### config.mk
export PLATFORM = sky130hd
export DESIGN_NAME = mul4_vector_scorer
export DESIGN_NICKNAME = d
export VERILOG_FILES = /design/src/rtl/mul4_vector_scorer.sv
export SDC_FILE = /design/constraint.sdc
export NUM_CORES = 1
export LEC_CHECK = 0
export ABC_AREA = 1
export ABC_CLOCK_PERIOD_IN_PS = 13500
export CAP_MARGIN = 20
export CORE_MARGIN = 2
export CORE_UTILIZATION = 28
export DETAILED_ROUTE_END_ITERATION = 6
export GPL_TIMING_DRIVEN = 0
export SLEW_MARGIN = 20
export SYNTH_ARGS = -nofsm -noshare
export SYNTH_HDL_FRONTEND = slang
export SYNTH_SLANG_ARGS = --single-unit
### constraint.sdc
create_clock -name i_clk -period 13.5 [get_ports i_clk]
set_input_delay 2.025 -clock i_clk [delete_from_list [all_inputs] [get_ports i_clk]]
set_output_delay 2.025 -clock i_clk [all_outputs]
set_load 0.05 [all_outputs]
### src/rtl/mul4_vector_scorer.sv
// Stimulus-and-scoring stage wrapped around one combinational mul4_vector
// candidate. The stage drives operand words, captures the candidate outputs
// next to the golden bit-sliced 2x2 products, and counts the matching bits.
// Each of the 16 bit positions is an independent 2-bit x 2-bit multiply.
module mul4_vector_scorer #(
    parameter int          NUM_VECTORS = 4,
    parameter logic [15:0] SEED        = 16'hACE1,
    parameter int          SCORE_W     = $clog2(64*NUM_VECTORS+1)
) (
    input  logic               i_clk,
    input  logic               i_rst,
    input  logic               i_start,
    output logic [15:0]        o_a1,
    output logic [15:0]        o_a0,
    output logic [15:0]        o_b1,
    output logic [15:0]        o_b0,
    input  logic [15:0]        i_y3,
    input  logic [15:0]        i_y2,
    input  logic [15:0]        i_y1,
    input  logic [15:0]        i_y0,
    output logic               o_busy,
    output logic               o_done,
    output logic [SCORE_W-1:0] o_score,
    output logic               o_perfect
);

    // An all-zero seed would lock the LFSR, so it is replaced by 1.
    localparam logic [15:0]        SEED_EFF  = (SEED == 16'h0000) ? 16'h0001 : SEED;
    localparam int                 IDX_W     = (NUM_VECTORS > 1) ? $clog2(NUM_VECTORS) : 1;
    localparam logic [IDX_W-1:0]   LAST_IDX  = IDX_W'(NUM_VECTORS - 1);
    localparam logic [SCORE_W-1:0] MAX_SCORE = SCORE_W'(64 * NUM_VECTORS);

    // Vector 0 enumerates all 16 operand combinations across the bit positions.
    localparam logic [15:0] VEC0_A1 = 16'hFF00;
    localparam logic [15:0] VEC0_A0 = 16'hF0F0;
    localparam logic [15:0] VEC0_B1 = 16'hCCCC;
    localparam logic [15:0] VEC0_B0 = 16'hAAAA;

    typedef enum logic [1:0] {
        S_IDLE,
        S_DRIVE,
        S_FLUSH,
        S_DONE
    } state_t;

    state_t             r_state;
    state_t             w_nextState;

    logic [15:0]        r_a1, r_a0, r_b1, r_b0;
    logic [15:0]        r_lfsr;
    logic [IDX_W-1:0]   r_idx;
    logic [63:0]        r_capY;
    logic [63:0]        r_capG;
    logic               r_capValid;
    logic [SCORE_W-1:0] r_accum;
    logic [SCORE_W-1:0] r_score;
    logic               r_perfect;
    logic               r_busy;
    logic               r_done;

    logic [15:0]        w_lfsr1, w_lfsr2, w_lfsr3, w_lfsr4;
    logic [15:0]        w_g0, w_g1, w_g2, w_g3, w_carry;
    logic [63:0]        w_gold;
    logic [6:0]         w_pop;

    // Fibonacci LFSR, taps 16,14,13,11, shifting towards the MSB.
    function automatic logic [15:0] lfsrStep(input logic [15:0] s);
        return {s[14:0], s[15] ^ s[13] ^ s[12] ^ s[10]};
    endfunction

    // Number of set bits in a 64-bit word (0..64).
    function automatic logic [6:0] popCount64(input logic [63:0] v);
        logic [6:0] cnt;
        cnt = '0;
        for (int i = 0; i < 64; i++) begin
            cnt = cnt + 7'(v[i]);
        end
        return cnt;
    endfunction

    // Four successive LFSR states feed one vector: a1, a0, b1, b0 in that order.
    always_comb begin
        w_lfsr1 = lfsrStep(r_lfsr);
        w_lfsr2 = lfsrStep(w_lfsr1);
        w_lfsr3 = lfsrStep(w_lfsr2);
        w_lfsr4 = lfsrStep(w_lfsr3);
    end

    // Golden bit-sliced 2x2 product of the operands currently on the outputs.
    always_comb begin
        w_carry = r_a1 & r_a0 & r_b1 & r_b0;
        w_g0    = r_a0 & r_b0;
        w_g1    = (r_a1 & r_b0) ^ (r_a0 & r_b1);
        w_g2    = (r_a1 & r_b1) ^ w_carry;
        w_g3    = w_carry;
        w_gold  = {w_g3, w_g2, w_g1, w_g0};
    end

    // Count of captured output bits that agree with the golden bits.
    always_comb begin
        w_pop = popCount64(~(r_capY ^ r_capG));
    end

    // Next-state logic for the evaluation sequencer.
    always_comb begin
        w_nextState = r_state;
        case (r_state)
            S_IDLE:  if (i_start) w_nextState = S_DRIVE;
            S_DRIVE: if (r_idx == LAST_IDX) w_nextState = S_FLUSH;
            S_FLUSH: w_nextState = S_DONE;
            S_DONE:  w_nextState = S_IDLE;
            default: w_nextState = S_IDLE;
        endcase
    end

    // State register; reset returns to IDLE regardless of any pending start.
    always_ff @(posedge i_clk) begin
        if (i_rst) begin
            r_state <= S_IDLE;
        end else begin
            r_state <= w_nextState;
        end
    end

    // Operand generation, capture stage, accumulation and result registers.
    // Capture only happens in DRIVE, so y values outside DRIVE never reach the score.
    always_ff @(posedge i_clk) begin
        if (i_rst) begin
            r_a1       <= '0;
            r_a0       <= '0;
            r_b1       <= '0;
            r_b0       <= '0;
            r_lfsr     <= SEED_EFF;
            r_idx      <= '0;
            r_capY     <= '0;
            r_capG     <= '0;
            r_capValid <= 1'b0;
            r_accum    <= '0;
            r_score    <= '0;
            r_perfect  <= 1'b0;
            r_busy     <= 1'b0;
            r_done     <= 1'b0;
        end else begin
            r_capValid <= 1'b0;
            r_done     <= 1'b0;
            if (r_capValid) begin
                r_accum <= r_accum + SCORE_W'(w_pop);
            end
            case (r_state)
                S_IDLE: begin
                    if (i_start) begin
                        r_a1    <= VEC0_A1;
                        r_a0    <= VEC0_A0;
                        r_b1    <= VEC0_B1;
                        r_b0    <= VEC0_B0;
                        r_lfsr  <= SEED_EFF;
                        r_idx   <= '0;
                        r_accum <= '0;
                        r_busy  <= 1'b1;
                    end
                end
                S_DRIVE: begin
                    r_capY     <= {i_y3, i_y2, i_y1, i_y0};
                    r_capG     <= w_gold;
                    r_capValid <= 1'b1;
                    if (r_idx != LAST_IDX) begin
                        r_a1   <= r_lfsr;
                        r_a0   <= w_lfsr1;
                        r_b1   <= w_lfsr2;
                        r_b0   <= w_lfsr3;
                        r_lfsr <= w_lfsr4;
                        r_idx  <= r_idx + 1'b1;
                    end
                end
                S_FLUSH: begin
                end
                S_DONE: begin
                    r_score   <= r_accum;
                    r_perfect <= (r_accum == MAX_SCORE);
                    r_done    <= 1'b1;
                    r_busy    <= 1'b0;
                    r_a1      <= '0;
                    r_a0      <= '0;
                    r_b1      <= '0;
                    r_b0      <= '0;
                end
                default: begin
                end
            endcase
        end
    end

    assign o_a1      = r_a1;
    assign o_a0      = r_a0;
    assign o_b1      = r_b1;
    assign o_b0      = r_b0;
    assign o_busy    = r_busy;
    assign o_done    = r_done;
    assign o_score   = r_score;
    assign o_perfect = r_perfect;

endmodule
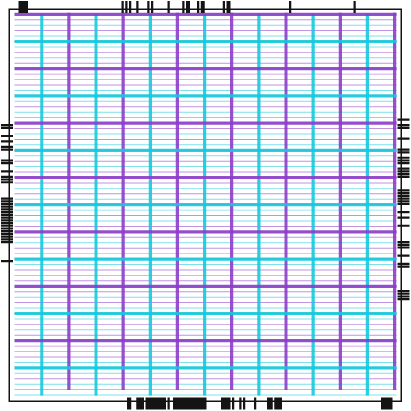
**Above:** PDN straps and rails.
Scale: 2 px per um. Pins as bars on the die edge.
- cyan: VSS
- purple: VDD
- met4 straps: 14
- met1 rails: 71
- rows: 70
- signal pins: 143

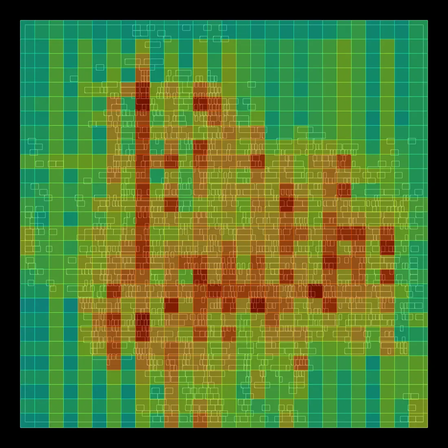
**Above:** routing congestion.
GR met3 Demand/Resource: 0.0263
met1 usage in global routing: 0.235
M2 GR Usage: 0.276
most used routing layer: met2
WL per Instance: 17.1 um

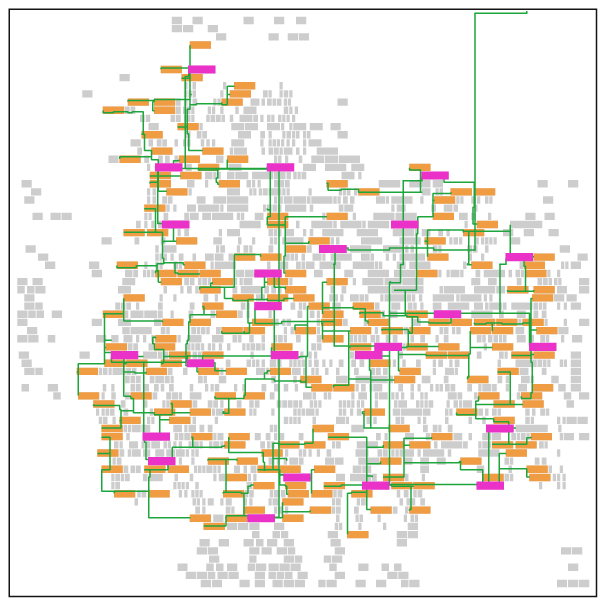
**Above:** clock network drawn from the DEF.
Scale: 3 px per um.
- magenta: clock-net drivers (count 24)
- orange: flip-flops (count 201)
- green: clock wires (length 2,830 um)
- routed clock nets: 25

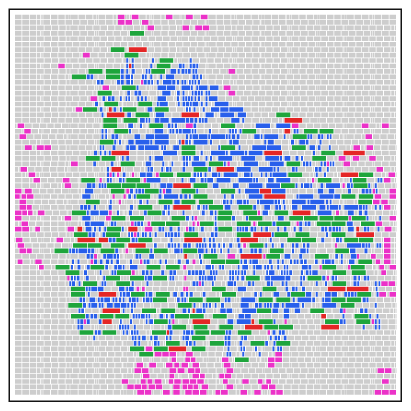
**Above:** placement by cell class.
Scale: 2 px per um. Fill, decap, tap and diode cells in gray.
- magenta: remaining buffers and delay cells (cells 234)
- red: clock drivers and dummy loads (cells 44)
- green: registers (cells 201)
- blue: remaining logic cells (cells 971)

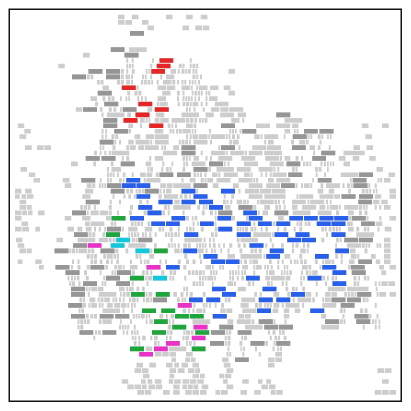
**Above:** where the registers sit.
Scale: 2 px per um. Other sequential cells in the stronger gray, the rest of the logic in the fainter gray.
- cyan: `o_b1` (placed flops 4)
- green: `o_a1` (placed flops 16; where south)
- magenta: `o_a0` (placed flops 8; where south)
- red: `r_accum` (placed flops 9)
- blue: `r_capG` (placed flops 64)
- not colored: 100

## worst paths after layout
check / startpoint / end / slack [ps] / depth (start not counted)
worst min register to register: r_capG[28] / r_capG[28] / 480 / 2
worst min-delay path: r_capG[28] / r_capG[28] / 480 / 2
worst max-delay path: r_capY[16] / r_accum[6] / 6940 / 23
worst max register to register: r_capY[16] / r_accum[6] / 6940 / 23
## registers in the layout, indices dropped and copies added, names as in the netlist, 2 cells and up
register / count
r_capG: 64
r_capY: 64
o_a1: 16
r_lfsr: 16
o_score: 9
r_accum: 9
o_a0: 8
o_b1: 4
o_b0: 3
r_idx: 2
r_state: 2
## layer usage
layer,GRT usage,part of all wire,up-vias
met3,0.0263,0.061,63
met5,0,0,-
met2,0.276,0.44,294
li1,-,-,4336
met4,0.0591,0.035,0
met1,0.235,0.46,4134
==> notes.md <==
Reports from this run.

- The flow ran to the end, and the final reports show no timing, DRC or antenna violations.
- The number of slew-limit violations in the final report reads 0.
- The vertical extent of the die is 195 um.
- The register clock-pin slew on the reported worst setup and hold paths is 60 ps.
- The filler-free cell count of the finished design reads 1,919.
- The post-synthesis compound-gate area fraction reads 0.125.
- The final setup skew reads 20.4 ps.
- Total global-route track usage over all layers is 0.172.
- The number of hold-slack violations in the final timing report reads 0.
- The cell sequence reported for the critical path is xor2_1 -> fa_1 -> fa_1 -> inv_1 -> fa_1 -> inv_1 -> fa_1 -> fa_1 -> fa_1 -> fa_1 -> inv_1 -> fa_1 -> fa_1 -> inv_1 -> fa_1 -> inv_1 -> nand3_1 -> nand2_1 -> nand2_1 -> nand3_1 -> nand3_1 -> nand2_1 -> inv_1.
- The most used flip-flop cell after synthesis reads sky130_fd_sc_hd__dfxtp_1.
- The largest incremental delay on the critical path is 590 ps.
- The per-cell via count in the routed design is 4.60.
- Entering global routing, the biggest net connects 14 pins.
- After synthesis, the cell types taking the most area are sky130_fd_sc_hd__dfxtp_1, sky130_fd_sc_hd__fa_1, sky130_fd_sc_hd__nand2_1.
- Of the post-synthesis cell area, the dominant cell type holds 0.393.
- The total overflow left after global routing is 0.
- The logic gate fraction of the total cell area is 0.400.
- Ranking logic cells in the layout by count gives the top entries sky130_fd_sc_hd__dfxtp_1, sky130_fd_sc_hd__nand2_1, sky130_fd_sc_hd__nor2_1.
- The area of the die is 38,100 sq um.
- The class of the tightest hold or removal check reads reg -> reg.
- The CTS root buffer reads sky130_fd_sc_hd__clkbuf_16.
- The layout sequential cell count reads 201.
- The cell with the biggest individual delay on the critical path reads sky130_fd_sc_hd__fa_1.
- Before any placement, the netlist area is recorded as 10,200 sq um.
- The share of cell area taken by muxes after synthesis is 0.
- In this run, the synthesized area fraction spent on and/or/nand/nor cells is recorded as 0.175.
- The biggest combinational cell group after synthesis is simple AND/OR/NAND/NOR gates.
- The tally of filler cells in the layout reads 3,749.
- Per the layout report, the design carries 234 non-clock buffers.
- The layout buffering overhead excluding clock cells reads 0.147.
- The number of buffers created by CTS is 24.
- The number of hold-repair buffers added at the cts stage reads 0.
- The worst slack at placement reads 6980 ps.
- The count of buffering cells on the critical path with inverters included reads 6.
- CTS built an H-tree with a depth of 1.
- The slew check shows that the tightest pin keeps a relative margin of 0.507.
- The starting DRC count in detailed routing is 778.
- The tapcell count is 468.
- For this run, the script counts the antenna cells in the layout as 1.
